File: src/rtl/scroll_addr_gen_if.sv
`default_nettype none
// ============================================================================
// Module      : scroll_addr_gen_if
// Description : VGA-side bus between the timing stage and the scroll address
//               generator.
//               master : VGA timing side. Drives h_cnt, v_cnt and valid;
//                        receives pixel_addr.
//               slave  : address generator side.
//               Signals:
//                 h_cnt      [9:0]        horizontal count, 0..799
//                 v_cnt      [9:0]        vertical count, 0..524
//                 valid                   high inside the 640x480 visible area
//                 pixel_addr [ADDR_W-1:0] registered ROM address
// Revision    : 1.0 - initial release
// ============================================================================
interface scroll_addr_gen_if #(
  parameter int ADDR_W = 17
);
  logic [9:0]        h_cnt;
  logic [9:0]        v_cnt;
  logic              valid;
  logic [ADDR_W-1:0] pixel_addr;

  modport master (output h_cnt, output v_cnt, output valid, input pixel_addr);
  modport slave  (input h_cnt, input v_cnt, input valid, output pixel_addr);
endinterface
`default_nettype wire

File: src/rtl/scroll_addr_gen.sv
`default_nettype none
// ============================================================================
// Module      : scroll_addr_gen
// Description : Maps 640x480 VGA counts to a 2x-downscaled 320x240 image ROM
//               address with a vertical scroll offset. A run/pause FSM, toggled
//               by btn_pulse, latches step ticks into a pending flag; the
//               offset is stepped only at frame start so that frames never tear.
// Ports       : clk        pixel clock
//               rst_n      asynchronous active-low reset
//               vga        scroll_addr_gen_if.slave (h_cnt, v_cnt, valid in;
//                          pixel_addr out, 1-cycle latency)
//               btn_pulse  one-cycle run/pause toggle
//               step_tick  one-cycle scroll-rate tick
//               dir_pulse  one-cycle direction toggle (SCROLL_REVERSE_EN only)
//               running    high in RUN
//               offset     current scroll offset, 0..IMG_H-1
// Config      : SCROLL_REVERSE_EN - adds dir_pulse and reverse scrolling.
// Revision    : 1.0 - initial release
// ============================================================================
module scroll_addr_gen #(
  parameter int IMG_W  = 320,
  parameter int IMG_H  = 240,
  parameter int STEP   = 1,
  parameter int ADDR_W = 17
) (
  input  wire logic        clk,
  input  wire logic        rst_n,
  scroll_addr_gen_if.slave vga,
  input  wire logic        btn_pulse,
  input  wire logic        step_tick,
`ifdef SCROLL_REVERSE_EN
  input  wire logic        dir_pulse,
`endif
  output logic             running,
  output logic [7:0]       offset
);

  typedef enum logic [0:0] {
    PAUSE = 1'b0,
    RUN   = 1'b1
  } state_t;

  localparam logic [8:0]        H9   = 9'(IMG_H);
  localparam logic [8:0]        S9   = 9'(STEP);
  localparam logic [9:0]        H10  = 10'(IMG_H);
  localparam logic [ADDR_W-1:0] W_A  = ADDR_W'(IMG_W);

  state_t state, state_nxt;
  logic   pending, pending_nxt;
  logic   frame_start;
  logic   apply_step;

  logic [8:0] off9;
  logic [8:0] fwd_sum;
  logic [8:0] fwd_val;
  logic [8:0] step_val;

  logic [9:0]        v_half;
  logic [9:0]        row_sum;
  logic [9:0]        row;
  logic [9:0]        col;
  logic [ADDR_W-1:0] addr_calc;

  assign frame_start = (vga.h_cnt == 10'd0) && (vga.v_cnt == 10'd0);
  assign apply_step  = frame_start && pending;

  // ---------------- run/pause FSM ----------------
  always_comb begin
    state_nxt = state;
    if (btn_pulse) begin
      state_nxt = (state == RUN) ? PAUSE : RUN;
    end
  end

  // A tick is judged against the current state, so a tick arriving together
  // with the toggling button follows the pre-toggle state. A tick landing on
  // the frame-start cycle re-arms pending for the following frame.
  always_comb begin
    pending_nxt = (pending && !frame_start) || (step_tick && (state == RUN));
  end

  always_ff @(posedge clk or negedge rst_n) begin
    if (!rst_n) begin
      state   <= PAUSE;
      pending <= 1'b0;
    end else begin
      state   <= state_nxt;
      pending <= pending_nxt;
    end
  end

  assign running = (state == RUN);

  // ---------------- offset stepping ----------------
  assign off9    = {1'b0, offset};
  assign fwd_sum = off9 + S9;
  assign fwd_val = (fwd_sum >= H9) ? (fwd_sum - H9) : fwd_sum;

`ifdef SCROLL_REVERSE_EN
  logic       dir;
  logic [8:0] rev_val;

  assign rev_val  = (off9 < S9) ? (off9 + H9 - S9) : (off9 - S9);
  // dir is sampled before its own update, so a dir_pulse on the frame-start
  // cycle only affects later steps.
  assign step_val = dir ? rev_val : fwd_val;

  always_ff @(posedge clk or negedge rst_n) begin
    if (!rst_n) begin
      dir <= 1'b0;
    end else if (dir_pulse) begin
      dir <= ~dir;
    end
  end
`else
  assign step_val = fwd_val;
`endif

  always_ff @(posedge clk or negedge rst_n) begin
    if (!rst_n) begin
      offset <= 8'd0;
    end else if (apply_step) begin
      offset <= 8'(step_val);
    end
  end

  // ---------------- address path ----------------
  // Both (v_cnt>>1) and offset are below IMG_H in the visible area, so one
  // conditional subtract is enough to wrap the row.
  assign v_half    = vga.v_cnt >> 1;
  assign row_sum   = v_half + {2'b00, offset};
  assign row       = (row_sum >= H10) ? (row_sum - H10) : row_sum;
  assign col       = vga.h_cnt >> 1;
  assign addr_calc = ADDR_W'(row) * W_A + ADDR_W'(col);

  always_ff @(posedge clk or negedge rst_n) begin
    if (!rst_n) begin
      vga.pixel_addr <= '0;
    end else begin
      vga.pixel_addr <= vga.valid ? addr_calc : '0;
    end
  end

endmodule
`default_nettype wire

File: src/flat_wrapper.sv
// flat-port wrapper written by rule: the top's interface ports become plain ports
module scroll_addr_gen_flat 
#(
  parameter int IMG_W  = 320,
  parameter int IMG_H  = 240,
  parameter int STEP   = 1,
  parameter int ADDR_W = 17
)
  (clk, rst_n, btn_pulse, step_tick, running, offset, vga_h_cnt, vga_v_cnt, vga_valid, vga_pixel_addr);
  scroll_addr_gen_if #(.ADDR_W(ADDR_W)) vga_i ();
  input  wire logic clk;
  input  wire logic rst_n;
  input  wire logic btn_pulse;
  input  wire logic step_tick;
  output logic running;
  output logic [7:0] offset;
  input wire logic [$bits(vga_i.h_cnt)-1:0] vga_h_cnt;
  input wire logic [$bits(vga_i.v_cnt)-1:0] vga_v_cnt;
  input wire logic [$bits(vga_i.valid)-1:0] vga_valid;
  output wire logic [$bits(vga_i.pixel_addr)-1:0] vga_pixel_addr;
  assign vga_i.h_cnt = vga_h_cnt;
  assign vga_i.v_cnt = vga_v_cnt;
  assign vga_i.valid = vga_valid;
  assign vga_pixel_addr = vga_i.pixel_addr;
  scroll_addr_gen #(.IMG_W(IMG_W), .IMG_H(IMG_H), .STEP(STEP), .ADDR_W(ADDR_W)) u_core (.clk(clk), .rst_n(rst_n), .vga(vga_i), .btn_pulse(btn_pulse), .step_tick(step_tick), .running(running), .offset(offset));
endmodule
File: config.mk
export PLATFORM = sky130hd
export DESIGN_NAME = scroll_addr_gen_flat
export DESIGN_NICKNAME = d
export VERILOG_FILES = /design/src/rtl/scroll_addr_gen_if.sv /design/src/rtl/scroll_addr_gen.sv /design/src/flat_wrapper.sv
export SDC_FILE = /design/constraint.sdc
export NUM_CORES = 1
export LEC_CHECK = 0
export ABC_AREA = 1
export CAP_MARGIN = 10
export CORE_MARGIN = 4
export CORE_UTILIZATION = 56
export DETAILED_ROUTE_END_ITERATION = 8
export PLACE_DENSITY = 0.91
export SYNTH_ARGS = -nofsm -noshare
export SYNTH_HDL_FRONTEND = slang
export SYNTH_SLANG_ARGS = --single-unit
File: constraint.sdc
create_clock -name clk -period 11.2 [get_ports clk]
set_input_delay 2.8 -clock clk [delete_from_list [all_inputs] [get_ports clk]]
set_output_delay 2.8 -clock clk [all_outputs]
set_load 0.01 [all_outputs]
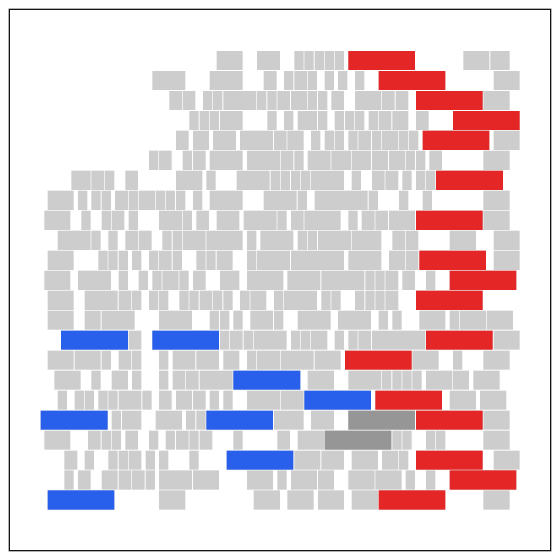
**Above:** run 1 (sequential cells grouped by signal name).
Other sequential cells in the stronger gray, the rest of the logic in the fainter gray.
Key: u_core.vga.pixel_addr = red [placed flops 17]; u_core.offset = blue [placed flops 8]
Another 2 sequential cells are not colored.
flop share of the area: 22.5%
sequential cell power: 115 uW
fin util: 73.4%
sequential cell area: 676 sq um

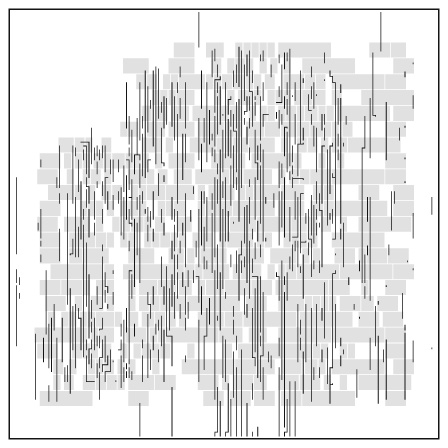
**Above:** run 1 (M2 wires).
Cells faint in the background.
The wires run mostly vertical. The longest straight run is 26.9 microns. 353 nets have wire on it.
Total Wirelength: 5.19 mm
DR vias: 2269

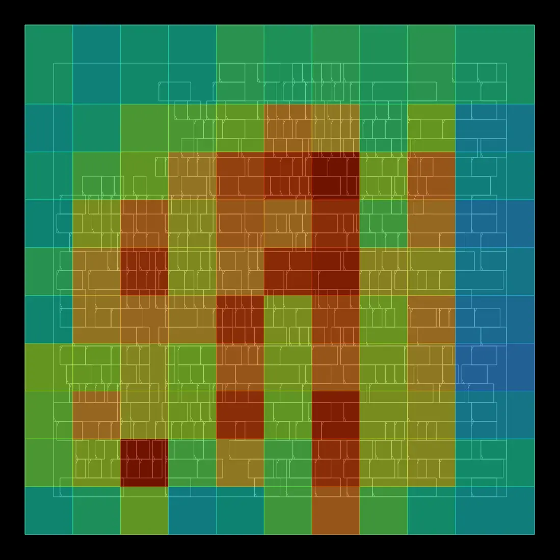
**Above:** run 1 (routing congestion map).
grt met1 use: 24.9%
met3 Track Usage GR: 3.83%
Most Crowded Layer GR: met2
post-DR wirelength/cell: 12.0 microns
gr usage total: 21.3%

==> run notes, run 1 <==
fresh numbers from the pnr run: largest net degree at the start of global routing 28, CP Max Fanout 5, max incr delay on CP 0.44 ns, Layout Skew 0.0161 ns, initial antenna violation count 0, count of library flops with an enable pin 0, Final period util 63.1%, Ys Warns 0, Ports 51, Main logic family simple AND/OR/NAND/NOR gates, Seq/Total Area, Yosys 28.1%, fmax 141 MHz, cell mode on critical path nand2_1, Die W 73.5 microns, via/cell ratio 5.26, tool warning count 27, FP Util 58.8%, Hold Vio Cnt, Final 0, MI comb area 0.00149 sq mm, postcts setup bufs 0, post-synthesis cell count 328, # diodes 0, final worst slack approximately 4.1 ns, ys flop type dfrtp_1, aoi share 8.07%, DP Worst Slack 3.87 ns, dpl hpwl 4.26 mm, DR DRC count 0, critical path endpoint category flip-flop, Port Buffers 50, core footprint 0.00409 sq mm, highest routed layer met4, fraction of layout cells with a size suffix above 1 approximately 5.2%, adder share a little under a fifth, final net count 440, unrepaired setup endpoints after global routing no, CTS max path bufs 2, Req. time, crit path 11.41 ns, cts bufs inserted 3, Registers, synthesis 27, relative slew slack 65.7%, Mapped Area 0.00240 sq mm, CTS tree done, CTS sink count 27, XORs/XNORs by Area 5.41%, Die Size 0.00540 sq mm, simple share 30.5%, Area growth, synth to finish 24.8%, Mean Syn Cell Area approximately 7.3 sq um, Synth Net Count 386, met2 WL post-DR ~2.5 mm, std cell rows 23, H-tree Lvls 1, Latency at later pin 0.28 ns, Power Density 115 mW/mm^2, Pleak 0.00159 uW, clk slew on worst S/H paths 0.11 ns, Metal-1 WL 2.28 mm, status finished, final reports clean, post-CTS sizing 0, met3 wire len 303 microns, CTS Hold Bufs 0, ys cells 328, Tot Pwr 345 uW, fin. max-slew vios 0, total negative slack 0 ns, first-pass GRT wire length roughly 9.3 mm, RD Place Congestion about 0.9, number of fill cells between 300 and 400, Yosys chip area 0.00240 sq mm, vias in the first global route 2212, Clk Tree Root Cell clkbuf_8, fin crit period between 7 and 8 ns, Post-DRT Antenna Nets 0, Worst VDD drop between 0.06 and 0.07 mV, Die Y 73.5 microns, Distinct lib cells used 31, GRT Residual Overflow 0, Slew @ Worst Pin between 0.5 and 0.6 ns, Slowest-stage cell, CP clkdlybuf4s50_1, DR iter-0 viols around 84, Post-synth ARST share 100%, crit path DAT 7.28 ns, DR pass1 iterations 5, mux frac, synth 0%, Setup-failing EPs final 0, worst setup path category in2reg, HP Class reg2reg, crit path launch type input port, # Max-Cap Violations 0
run 1: synthesized netlist by cell type (all sizes together), types with 6 or more instances:
master	n	area, sq um
nand4	7	43.8
dfrtp	27	676
ha	30	375
xor2	10	95.1
nor2	26	110
a21oi	15	75.1
nand2	87	339
nand3	26	145
nor3	6	35.0
o21ai	14	70.1
inv	56	210
run 1: layer usage:
metal	up-vias	GRT usage, %
li1	1171	-
met1	1019	24.9
met2	67	39.2
met3	12	3.83
met4	0	6.44
met5	-	0
run 1: critical path, delay by kind of cell:
| family | cells | cell delay (ns) |
|---|---|---|
| buffers and inverters | 3 | 0.55 |
| AND/OR/NAND/NOR | 17 | 1.79 |
| adder cells (fa/ha/maj) | 5 | 1.56 |
| XOR/XNOR | 2 | 0.56 |
run 1: kinds of logic after synthesis:
logic type      count (synthesis)
flops                          27
compound gates                 35
buf+inv                        58
xor+xnor                       14
simple gates                  161
fa+ha+maj                      33
run 1: cell usage in the layout, fill, tap and decap left out, drive strengths merged, types with 2 or more instances in the layout:
| cell type | count |
|---|---|
| o21bai | 2 |
| clkbuf | 3 |
| inv | 57 |
| dfrtp | 27 |
| xor2 | 10 |
| nand3b | 2 |
| xnor2 | 4 |
| and2 | 2 |
| o21ai | 14 |
| ha | 30 |
| nor4 | 4 |
| nor3 | 6 |
| fa | 3 |
| nand2 | 87 |
| nor2 | 26 |
| clkdlybuf4s50 | 50 |
| nand4 | 7 |
| nand3 | 26 |
| a21oi | 15 |
run 1: metrics by stage:
step,hold WS (ns),cell area [sq um],cells,utilization (%)
global route,0.538,3000,431,73.4
detailed placement,0.491,2950,427,72.2
CTS,0.511,3000,431,73.4
floorplan,0.466,2400,328,-
finish,0.512,3000,431,73.4
global placement,0.491,2950,427,72.2
run 1: report_power, final:
group          internal [uW]  switching, uW  total, uW  leakage (uW)
combinational           76.7           93.0        170       0.00123
clock                   26.1           33.5       59.6     0.0000261
sequential               110           4.77        115      0.000335
total                    213            131        345       0.00159
run 1: state kept, by name (all words and copies together), names as in the netlist:
name	cells
u_core.vga.pixel_addr	17
u_core.pending	1
u_core.offset	8
u_core.running	1
run 1: cell type report:
| cell class | count | share of cell area, % |
|---|---|---|
| clock inverters | 1 | 0.292 |
| multi-input cells | 243 | 49.8 |
| well taps | 50 | 2.09 |
| inverters | 56 | 7.01 |
| clock buffers | 3 | 1.38 |
| repair buffers | 51 | 16.9 |
| flip-flops and latches | 27 | 22.5 |
run 1: final timing paths:
check	cells past startpoint	endpoint	from	slack, ns
worst max register to register	26	u_core.vga.pixel_addr[16]$_DFF_PN0_	u_core.offset[0]$_DFFE_PN0P_	6.57
worst max-delay path	27	u_core.vga.pixel_addr[16]$_DFF_PN0_	vga_v_cnt[1]	4.13
max in group asynchronous	2	u_core.vga.pixel_addr[7]$_DFF_PN0_	rst_n	8.06
worst min-delay path	1	u_core.running$_DFFE_PN0P_	u_core.running$_DFFE_PN0P_	0.51
worst min register to register	1	u_core.running$_DFFE_PN0P_	u_core.running$_DFFE_PN0P_	0.51
min in group asynchronous	2	u_core.vga.pixel_addr[0]$_DFF_PN0_	rst_n	2.87
--- run 2 (diff from run 1) ---
Settings changed: CORE_UTILIZATION 56 to 52, PLACE_DENSITY 0.91 to 0.85.
Clock period 11.2 ns to 6.95 ns, I/O delays scaled along.
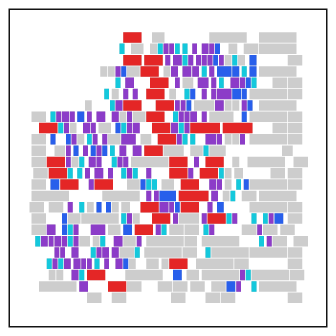
**Above:** run 2 (gate-type map).
Key: inverters = cyan [cells 56]; NAND gates = purple [cells 122]; NOR gates = blue [cells 36]; adder and majority cells = red [cells 33]
most instantiated logic cell after routing: nand2_1
fraction of area in multi-input gates: 49.7%
Finished Layout Cells: 433

==> run 2 against run 1 <==
Net effect:
- design area is essentially flat
- clock skew down 0.0019 ns
- core utilization fell by 5.4 points
- sequential cell count did not move
- non-clock buffer count did not move
- synthesized cell count unchanged
- wire length up 2.9%
- critical path type unchanged
- largest power group unchanged
==> run notes, run 2 <==
fresh numbers from the pnr run: Yosys chip area 0.00240 sq mm (unchanged), GRT Residual Overflow 0 (unchanged), Largest regs u_core.vga.pixel_addr x17, u_core.offset x8 (unchanged), CTS max path bufs 2 (unchanged), vias in the first global route 2284 (was 2212), Die Size 0.00577 sq mm (was 0.00540 sq mm), CP Max Fanout 5 (unchanged), CTS sink count 27 (unchanged), total negative slack 0 ns (unchanged), unrepaired setup endpoints after global routing no (unchanged), worst setup path category in2reg (unchanged), DP Worst Slack 0.792 ns (was 3.87 ns), CTS Hold Bufs 0 (unchanged), top cells by area dfrtp_1 (28%), ha_1 (16%), nand2_1 (13%) (unchanged), Ports 51 (unchanged), met3 wire len 308 microns (was 303 microns), Pleak 0.00159 uW (unchanged), Die W 76.0 microns (was 73.5 microns), Distinct lib cells used 31 (unchanged), via/cell ratio 5.19 (was 5.26), Synth area leader dfrtp_1 (unchanged), postcts setup bufs 0 (unchanged), first-pass GRT wire length 9.40 mm (was 9.27 mm), ys cells 328 (unchanged), tool warning count 27 (unchanged), final net count 440 (unchanged), largest reg by FF count u_core.vga.pixel_addr (unchanged), Power Density 185 mW/mm^2 (was 115 mW/mm^2), Layout Skew 0.0143 ns (was 0.0161 ns), FP Util 54.5% (was 58.8%), RD Place Congestion 0.844 (was 0.897), # diodes 0 (unchanged), largest net degree at the start of global routing 28 (unchanged), DR DRC count 0 (unchanged), gr usage total 19.1% (was 21.3%), std cell rows 24 (was 23), count leader, synth nand2_1 (unchanged), Post-DRT Antenna Nets 0 (unchanged), fmax 170 MHz, ys flop type dfrtp_1 (unchanged), Synth Net Count 386 (unchanged), fin crit period 5.88 ns, Latency at later pin 0.29 ns (was 0.28 ns), met2 WL post-DR 2.68 mm (was 2.51 mm), status finished, final reports clean (unchanged), Req. time, crit path 7.13 ns (was 11.41 ns), final instance area 0.00300 sq mm (about the same), Tot Pwr 555 uW (was 345 uW), Metal-1 WL 2.29 mm (was 2.28 mm), Mapped Area 0.00240 sq mm (unchanged), DR pass1 iterations 4 (was 5), count of library flops with an enable pin 0 (unchanged), critical path endpoint category flip-flop (unchanged), clk slew on worst S/H paths 0.11 ns (about the same), top cell type's share of synthesized area 28.1% (unchanged), Port Buffers 50 (unchanged), # Max-Cap Violations 0 (unchanged), Setup-failing EPs final 0 (unchanged), Seq/Total Area, Yosys 28.1% (unchanged), post-synthesis cell count 328 (unchanged), Clk Tree Root Cell clkbuf_8 (unchanged), core footprint 0.00441 sq mm (was 0.00409 sq mm), dpl hpwl 4.52 mm (was 4.26 mm), Post-synth top cells nand2_1 (82), inv_1 (56), ha_1 (30), dfrtp_1 (27) (unchanged), HP Class reg2reg (unchanged), Area growth, synth to finish 24.9% (was 24.8%), fin. max-slew vios 0 (unchanged), final worst slack 1.07 ns (was 4.13 ns), post-DR wirelength/cell 12.3 microns (was 12.0 microns), Slew @ Worst Pin 0.485 ns (was 0.512 ns), max reg flops 17 (unchanged), DR iter-0 viols 63 (was 84), Hold Vio Cnt, Final 0 (unchanged), Area after DPL 0.00295 sq mm (about the same), Mean Syn Cell Area 7.33 sq um (unchanged), Top cells excl fill/tap nand2_1 (82), inv_1 (56), clkdlybuf4s50_1 (50) (unchanged), crit path DAT 6.06 ns (was 7.28 ns), post-CTS sizing 0 (unchanged), Post-synth ARST share 100% (unchanged), Registers, synthesis 27 (unchanged), highest routed layer met4 (unchanged), CTS tree done (unchanged), crit path launch type input port (unchanged), fraction of layout cells with a size suffix above 1 5.25% (unchanged), Ys Warns 0 (unchanged), relative slew slack 67.6% (was 65.7%), cts bufs inserted 3 (unchanged), Final period util 84.6%, Worst VDD drop 0.109 mV (was 0.0637 mV), initial antenna violation count 0 (unchanged), Die Y 76.0 microns (was 73.5 microns), H-tree Lvls 1 (unchanged)
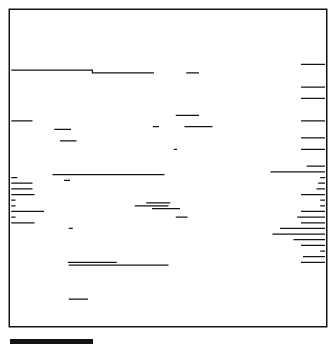
**Above:** run 2 (signal wires on met3).
Scale bar: 20 microns.
The layer holds 5.8% of the routed length. The layer carries 309 microns of wire.
met3 Track Usage GR: 3.31%
DR vias: 2246
Total Wirelength: 5.34 mm

run 2: cell counts after synthesis:
No cell type changed its count.
run 2: path summary, 6_finish.rpt:
check / slack, ns / cells past startpoint / start / to
max: 1.07 / 26 / vga_v_cnt[1] / u_core.vga.pixel_addr[16]$_DFF_PN0_
min: 0.52 / 1 / u_core.running$_DFFE_PN0P_ / u_core.running$_DFFE_PN0P_
max reg2reg: 2.43 / 25 / u_core.offset[0]$_DFFE_PN0P_ / u_core.vga.pixel_addr[16]$_DFF_PN0_
min reg2reg: 0.52 / 1 / u_core.running$_DFFE_PN0P_ / u_core.running$_DFFE_PN0P_
max in group asynchronous: 4.86 / 2 / rst_n / u_core.offset[1]$_DFFE_PN0P_
min in group asynchronous: 1.83 / 2 / rst_n / u_core.vga.pixel_addr[7]$_DFF_PN0_
run 2: critical path, cell delays in order:
cell,delay (ns)
clkdlybuf4s50_1,0.43
ha_1,0.23
fa_1,0.41
nand2_1,0.08
nand2_1,0.07
and2_2,0.19
xor2_1,0.30
ha_1,0.28
nand3_2,0.11
nand3_1,0.17
nand4_1,0.12
xor2_1,0.18
ha_1,0.32
ha_1,0.36
nand2_1,0.09
inv_1,0.05
nand3_1,0.10
nand3_1,0.08
nand2_1,0.11
nand2_1,0.12
nor3_2,0.22
nand3_1,0.09
nand2_1,0.08
nand2_1,0.05
nand2_1,0.05
nor2_1,0.04
run 2: final cells by class:
cell class | instances | area, sq um
Fill cell | 394 | 1410
Tap cell | 52 | 65.1
Timing Repair Buffer | 51 | 508
Multi-Input combinational cell | 243 | 1490
Sequential cell | 27 | 676
Clock inverter | 1 | 8.76
Clock buffer | 3 | 41.3
Inverter | 56 | 210
run 2: stage by stage:
stage	hold slack [ns]	cells	util [%]
2_1_floorplan	0.466	328	-
3_3_place_gp	0.487	429	66.9
3_5_place_dp	0.493	429	66.9
4_1_cts	0.513	433	68.0
5_1_grt	0.523	433	68.0
6_report	0.517	433	68.0
run 2: where the power goes:
part           total, uW  internal (uW)  switching (uW)
clock network       98.6           42.3            56.3
logic                271            124             147
registers            186            178            7.68
run 2: layer usage:
| metal | up-vias | global-route usage, % |
|---|---|---|
| li1 | 1164 | - |
| met1 | 1011 | 22.4 |
| met2 | 62 | 35.2 |
| met3 | 9 | 3.31 |
| met4 | 0 | 4.98 |
| met5 | - | 0 |
run 2: cells by family (layout without fill, tap and decap cells):
logic type | Yosys count | after routing | synth area share (%)
compound gates | 35 | 35 | 8.07
xor+xnor | 14 | 14 | 5.41
flops | 27 | 27 | 28.1
fa+ha+maj | 33 | 33 | 18.1
simple gates | 161 | 161 | 30.5
buf+inv | 58 | 111 | 9.79
Power is estimated from default activity; no workload was simulated.
